### src/rtl/mem_initiator.sv
// mem_initiator: datapath-side load/store initiator for a byte-addressed 16-bit memory.
// Accepts one request in IDLE and drives address, lane write enables and write data
// for the whole ACCESS phase. It returns the load data with a one-cycle done pulse.
// An access aborts with err if mem_r does not arrive within TIMEOUT_CYCLES.
// Optional feature macro: ALIGN_CHECK_EN. When it is defined, a misaligned word access
// is rejected with err and is never issued. When it is undefined, the address LSB of a
// word access is cleared instead.
// Handshake: a request transfers on a rising edge where req_valid_i & req_ready_o are both 1.
// req_ready is high only in IDLE. req_* inputs are ignored in every other state.
module mem_initiator #(
    parameter int ADDR_WIDTH     = 16,
    parameter int DATA_WIDTH     = 16,
    parameter int TIMEOUT_CYCLES = 31
) (
    input  logic                  clk,
    input  logic                  rst,
    input  logic                  req_valid,
    output logic                  req_ready,
    input  logic                  req_write,
    input  logic                  req_byte,
    input  logic [ADDR_WIDTH-1:0] req_addr,
    input  logic [DATA_WIDTH-1:0] req_wdata,
    output logic                  done,
    output logic                  err,
    output logic [DATA_WIDTH-1:0] rd_data,
    output logic                  mem_en,
    output logic [ADDR_WIDTH-1:0] mem_addr,
    output logic                  mem_we1,
    output logic                  mem_we0,
    output logic [DATA_WIDTH-1:0] mem_wdata,
    input  logic [DATA_WIDTH-1:0] mem_rdata,
    input  logic                  mem_r,
    output logic [1:0]            dbg_state
);

    typedef enum logic [1:0] {
        S_IDLE   = 2'd0,
        S_ACCESS = 2'd1,
        S_DONE   = 2'd2
    } state_e;

    // Value of the cycle counter during the last ACCESS cycle before a timeout.
    localparam logic [7:0] CNT_LAST = 8'(TIMEOUT_CYCLES - 1);

    state_e                state_q, state_d;
    logic                  ready_q, ready_d;
    logic                  done_q, done_d;
    logic                  err_q, err_d;
    logic [DATA_WIDTH-1:0] rd_data_q, rd_data_d;
    logic                  mem_en_q, mem_en_d;
    logic [ADDR_WIDTH-1:0] addr_q, addr_d;
    logic                  we1_q, we1_d;
    logic                  we0_q, we0_d;
    logic [DATA_WIDTH-1:0] wdata_q, wdata_d;
    logic [7:0]            cnt_q, cnt_d;
    logic                  byte_q, byte_d;
    logic                  lsb_q, lsb_d;
    logic                  write_q, write_d;
    logic                  issue;

    // State and registered outputs; reset abandons any access in flight.
    always_ff @(posedge clk or negedge rst) begin
        if (!rst) begin
            state_q   <= S_IDLE;
            ready_q   <= 1'b1;
            done_q    <= 1'b0;
            err_q     <= 1'b0;
            rd_data_q <= '0;
            mem_en_q  <= 1'b0;
            addr_q    <= '0;
            we1_q     <= 1'b0;
            we0_q     <= 1'b0;
            wdata_q   <= '0;
            cnt_q     <= 8'd0;
            byte_q    <= 1'b0;
            lsb_q     <= 1'b0;
            write_q   <= 1'b0;
        end else begin
            state_q   <= state_d;
            ready_q   <= ready_d;
            done_q    <= done_d;
            err_q     <= err_d;
            rd_data_q <= rd_data_d;
            mem_en_q  <= mem_en_d;
            addr_q    <= addr_d;
            we1_q     <= we1_d;
            we0_q     <= we0_d;
            wdata_q   <= wdata_d;
            cnt_q     <= cnt_d;
            byte_q    <= byte_d;
            lsb_q     <= lsb_d;
            write_q   <= write_d;
        end
    end

    // Next-state logic: accept in IDLE, wait for mem_r or the timeout, then pulse done.
    always_comb begin
        state_d   = state_q;
        ready_d   = ready_q;
        done_d    = 1'b0;
        err_d     = 1'b0;
        rd_data_d = rd_data_q;
        mem_en_d  = mem_en_q;
        addr_d    = addr_q;
        we1_d     = we1_q;
        we0_d     = we0_q;
        wdata_d   = wdata_q;
        cnt_d     = cnt_q;
        byte_d    = byte_q;
        lsb_d     = lsb_q;
        write_d   = write_q;
        issue     = 1'b1;

        case (state_q)
            S_IDLE: begin
                if (req_valid && ready_q) begin
`ifdef ALIGN_CHECK_EN
                    issue = req_byte | ~req_addr[0];
`endif
                    ready_d = 1'b0;
                    byte_d  = req_byte;
                    lsb_d   = req_addr[0];
                    write_d = req_write;
                    cnt_d   = 8'd0;
                    if (issue) begin
                        state_d  = S_ACCESS;
                        mem_en_d = 1'b1;
                        if (req_byte) begin
                            // A byte store replicates its data on both lanes.
                            // Only the lane that the address selects is enabled.
                            addr_d  = req_addr;
                            we1_d   = req_write & req_addr[0];
                            we0_d   = req_write & ~req_addr[0];
                            wdata_d = {req_wdata[7:0], req_wdata[7:0]};
                        end else begin
                            addr_d  = {req_addr[ADDR_WIDTH-1:1], 1'b0};
                            we1_d   = req_write;
                            we0_d   = req_write;
                            wdata_d = req_wdata;
                        end
                    end else begin
                        // A rejected misaligned word access goes straight to DONE.
                        state_d  = S_DONE;
                        done_d   = 1'b1;
                        err_d    = 1'b1;
                        mem_en_d = 1'b0;
                        we1_d    = 1'b0;
                        we0_d    = 1'b0;
                    end
                end
            end
            S_ACCESS: begin
                cnt_d = 8'(cnt_q + 8'd1);
                if (mem_r) begin
                    // mem_r has priority over a timeout that falls in the same cycle.
                    state_d  = S_DONE;
                    done_d   = 1'b1;
                    mem_en_d = 1'b0;
                    we1_d    = 1'b0;
                    we0_d    = 1'b0;
                    if (!write_q) begin
                        if (byte_q) begin
                            rd_data_d = {8'h00, (lsb_q ? mem_rdata[15:8] : mem_rdata[7:0])};
                        end else begin
                            rd_data_d = mem_rdata;
                        end
                    end
                end else if (cnt_q == CNT_LAST) begin
                    state_d  = S_DONE;
                    done_d   = 1'b1;
                    err_d    = 1'b1;
                    mem_en_d = 1'b0;
                    we1_d    = 1'b0;
                    we0_d    = 1'b0;
                end
            end
            S_DONE: begin
                state_d = S_IDLE;
                ready_d = 1'b1;
            end
            default: begin
                state_d = S_IDLE;
                ready_d = 1'b1;
            end
        endcase
    end

    assign req_ready = ready_q;
    assign done      = done_q;
    assign err       = err_q;
    assign rd_data   = rd_data_q;
    assign mem_en    = mem_en_q;
    assign mem_addr  = addr_q;
    assign mem_we1   = we1_q;
    assign mem_we0   = we0_q;
    assign mem_wdata = wdata_q;
    assign dbg_state = state_q;

endmodule

### config.mk
export PLATFORM = sky130hd
export DESIGN_NAME = mem_initiator
export DESIGN_NICKNAME = d
export VERILOG_FILES = /design/src/rtl/mem_initiator.sv
export SDC_FILE = /design/constraint.sdc
export NUM_CORES = 1
export LEC_CHECK = 0
export CELL_PAD_IN_SITES_DETAIL_PLACEMENT = 1
export CELL_PAD_IN_SITES_GLOBAL_PLACEMENT = 2
export CORE_ASPECT_RATIO = 0.5
export CORE_MARGIN = 4
export CORE_UTILIZATION = 36
export DETAILED_ROUTE_END_ITERATION = 8
export DONT_BUFFER_PORTS = 1
export GPL_TIMING_DRIVEN = 0
export MAX_ROUTING_LAYER = met4
export PLACE_DENSITY = 0.79
export SLEW_MARGIN = 30
export SYNTH_ARGS = -nofsm -noshare
export SYNTH_HDL_FRONTEND = slang
export SYNTH_SLANG_ARGS = --single-unit
### constraint.sdc
create_clock -name clk -period 1.9 [get_ports clk]
set_clock_uncertainty 0.2 [all_clocks]
set_input_delay 0.57 -clock clk [delete_from_list [all_inputs] [get_ports clk]]
set_output_delay 0.57 -clock clk [all_outputs]
set_load 0.005 [all_outputs]
==> flow_summary.toml, run 1 <==
# yosys + openroad results
[yosys]
synth-main-ff-cell = "dfrtp_1"
ys_area_um2 = 2860
xor_share_pct = 0.306
synthTopLogicFamily = "simple AND/OR/NAND/NOR gates"
synth_area_leader_cell = "dfrtp_1"
netlist-cell-type-count = 36
edf_count = 0

[finish]
inverters = 3
biggestCellCategory = "flip-flops and latches"

[route]
drt-vias-per-instance = 5.21
drtPass1Iterations = 4

[global_route]
grt_pass1_wl_um = 12600
grtUsageMet1_pct = 19.4

[die]
nWellTaps = 108

[timing]
finalHoldViolations = 67
finalSetupTns_ns = 0
hold_ws_ns = -0.257

[outcome]
status = "complete, but fails checks"
failed_checks = "hold timing"

[placed_design]
place_ws_ns = 0.105

[critical_path]
cp.required_ns = 1.90
-- run 1: worst max-delay path: stages, from the launching register on --
cell and delay (ns):
dfrtp_1 0.41, inv_1 0.07, ha_1 0.17, or4b_4 0.50
o2111ai_1 0.22, nand3_1 0.10
-- run 1: power breakdown --
group / internal [µW] / switching [µW]
sequential: 1430 / 0
clock: 1050 / 555
combinational: 15.1 / 14.3
total: 2490 / 570
-- run 1: placed cells by master, fill, tap and decap left out, types with 2 or more instances in the layout --
| master | instances |
|---|---|
| nand2b_1 | 3 |
| mux2i_1 | 16 |
| and2_1 | 2 |
| o211ai_1 | 3 |
| clkbuf_16 | 9 |
| nand2_1 | 114 |
| o2111ai_1 | 2 |
| o31ai_1 | 2 |
| buf_2 | 7 |
| clkbuf_8 | 5 |
| ha_1 | 2 |
| nand4bb_1 | 2 |
| inv_1 | 3 |
| dfrtp_1 | 66 |
| nand3_1 | 13 |
| o21ai_0 | 21 |
| nand3b_1 | 8 |
| clkbuf_1 | 5 |
-- run 1: timing repair --
action,in CTS,in global routing
setup endpoints to repair,0,2
hold endpoints to repair,67,67
resized,0,3
-- run 1: registers in the layout, summed over array words and instances, names as in the netlist, 2 cells and up --
| name | flops |
|---|---|
| rd_data | 16 |
| dbg_state | 2 |
| mem_addr | 16 |
| cnt_q | 8 |
| mem_wdata | 16 |
-- run 1: synthesized netlist by cell type, types with 2 or more instances --
cell and number:
nand2_1 115, dfrtp_1 66, o21ai_0 21, mux2i_1 16, nand3_1 13, nand3b_1 8, buf_2 7, clkbuf_1 6
inv_1 3, nand2b_1 3, o211ai_1 3, and2_1 2, ha_1 2, nand4bb_1 2, o2111ai_1 2, o31ai_1 2
run_1/congestion_map.png
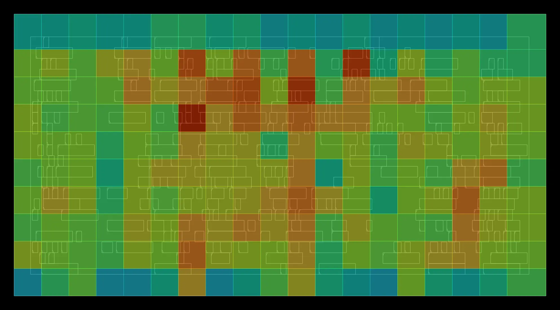
GR peak layer: met2
Wirelength per Cell: 18.5 µm

run_1/m3.png
Bar = 50 µm. Cells faint in the background.
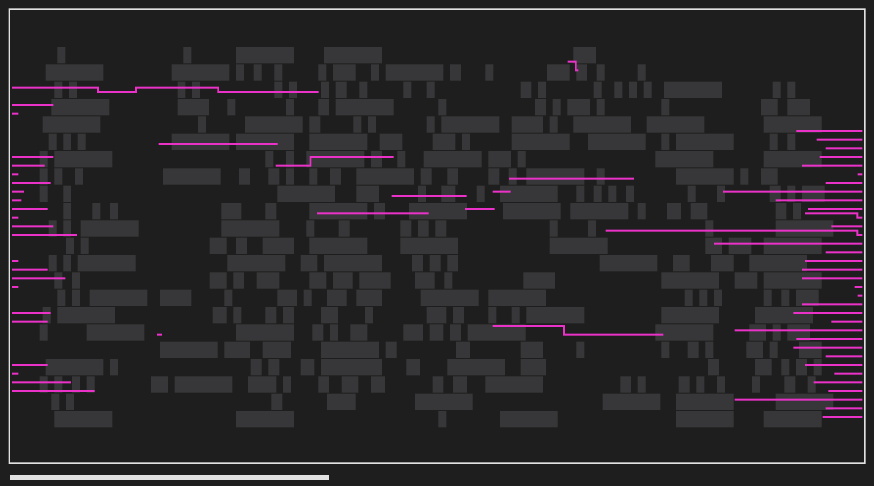
The layer carries 601 µm of wire. The longest straight run is 39.3 µm. The wires run mostly horizontal. 59 nets have wire on it.

run_1/layers.png
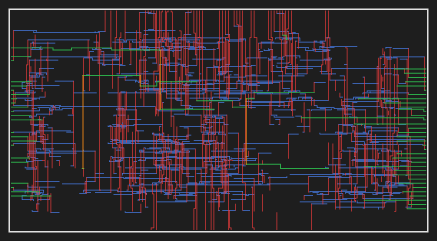
Red marks M2, wire length 3,880 µm. Orange marks M4, wire length 73.4 µm. Green marks M3, wire length 601 µm. Blue marks M1, wire length 3,100 µm.

run_1/m2.png
Cells faint in the background.
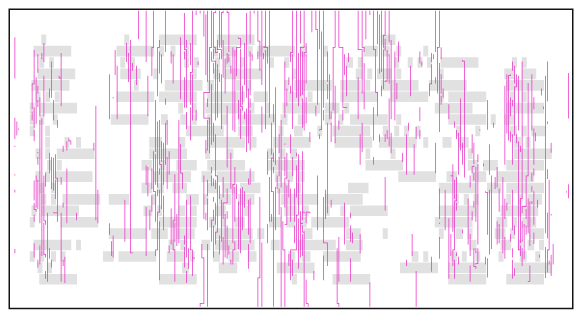

==> run 1 -> run 2 <==
Settings changed: SETUP_SLACK_MARGIN from default to 0.2.
run_2/m2.png
Cells faint in the background.
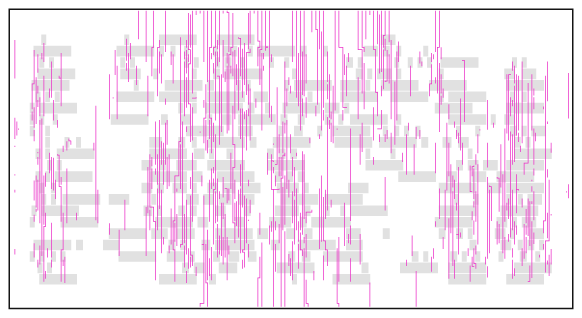
The layer holds 50% of the routed length. The longest straight run is 34.5 µm. 311 nets have wire on it.

run_2/clock_wires.png
Bar = 50 µm.
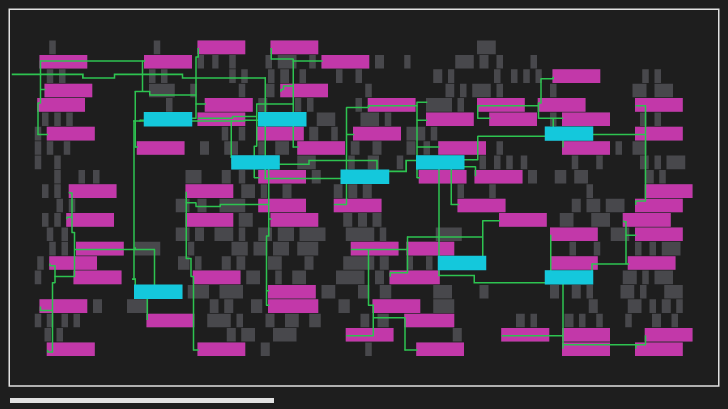
Magenta marks flip-flops, count 67. Cyan marks clock-net drivers, count 9. Green marks clock wires, length 883 µm.
Position of the flops: all over the die.

run_2/m3.png
Bar = 50 µm. Cells faint in the background.
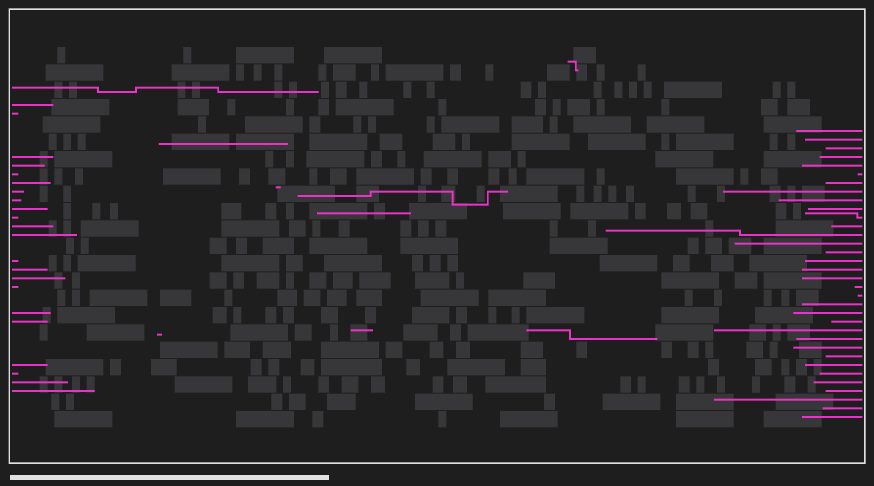
60 nets have wire on it. The wires run mostly horizontal.

==> run 2 against run 1 <==
The flow still finishes with violations (hold timing). Register-to-register slack better by 0.08 ns. Power about the same. Utilization rose by 1.0 points. Global-route usage is the same. Sequential share of layout area decreased by 1.1 points. Synthesized cell count did not move. Non-clock buffer count increased by 5. First-iteration DRC count down 41%. Clock-buffer cell count is the same. Via count up 1.2%. Die area is the same.
==> flow_summary.toml, run 2 <==
# yosys + openroad results
[timing]
finalSetupTns_ns = 0
hold_ws_ns = -0.257
finalHoldViolations = 67
slew_headroom_pct = 81.1

[yosys]
top_cells_by_count = "nand2_1 (115), dfrtp_1 (66), o21ai_0 (21)"
synth_area_leader_cell = "dfrtp_1"
synthTopLogicFamily = "simple AND/OR/NAND/NOR gates"
edf_count = 0
ys_area_um2 = 2860
yosys.cell_count.top_type = "nand2_1"
netlist-cell-type-count = 36

[outcome]
status = "complete, but fails checks"
failed_checks = "hold timing"

[global_route]
grt_pass1_wl_um = 12600

[critical_path]
crit_path_top_delay_cell = "or4b_4"
cp.required_ns = 1.90
cpPeakStageDelay_ns = 0.51

[finish]
most-common-layout-cells = "nand2_1 (114), dfrtp_1 (64), o21ai_0 (20)"
lay_top_count = "nand2_1"

[clock_tree]
htree_levels = 3

[route]
wire_per_inst_um = 18.6
drtPass1Iterations = 4
-- run 2: layout make-up --
type	instances	area (µm²)
plain buffers	15	88.8
clock buffers	14	294
clock inverters	1	5.00
fillers	872	4140
inverters	3	11.3
multi-input cells	206	1120
flip-flops and latches	67	1680
well taps	108	135
repair buffers	5	35.0
-- run 2: power breakdown --
| group | switching [µW] | leakage (µW) | total [µW] | internal, µW |
|---|---|---|---|---|
| Clock | 553 | 0.000151 | 1600 | 1050 |
| Sequential | 0 | 0.000888 | 1430 | 1430 |
| Combinational | 15.2 | 0.000730 | 31.0 | 15.8 |
| Total | 568 | 0.00177 | 3060 | 2500 |
-- run 2: critical path: cells and delay by family (launching register included) --
| kind | cells | cell delay, ns |
|---|---|---|
| adder cells (fa/ha/maj) | 1 | 0.16 |
| buffers and inverters | 1 | 0.06 |
| flip-flops | 1 | 0.37 |
| AND-OR/OR-AND | 1 | 0.19 |
| AND/OR/NAND/NOR | 2 | 0.60 |
-- run 2: layer usage --
layer	global-route usage (%)	routed length [µm]	part of all wire, %	up-vias
met2	29.9	3930	50	75
li1	-	-	-	1004
met4	4.45	55	0.71	0
met1	19.4	3230	41	1097
met3	6.82	588	7.5	6
met5	-	0	0	-
-- run 2: repair_timing --
action / in CTS / in global routing
endpoints found under the setup margin: 27 / 65
gates resized: 6 / 19
buffers inserted: 1 / 4
pin swaps: 0 / 1
hold endpoints to repair: 67 / 67
-- run 2: metrics by stage --
step / utilization, % / setup WS, ns / total power, µW / cells
final: 44.9 / 0.196 / 3060 / 419
after global routing: 44.9 / 0.132 / 3190 / 419
after CTS: 44.3 / 0.181 / 3110 / 415
after detailed placement: 39.8 / 0.105 / 1480 / 399
after global placement: 39.8 / 0.167 / 1480 / 399
after floorplan: - / 0.265 / 1480 / 291
Power is estimated from default activity; no workload was simulated.
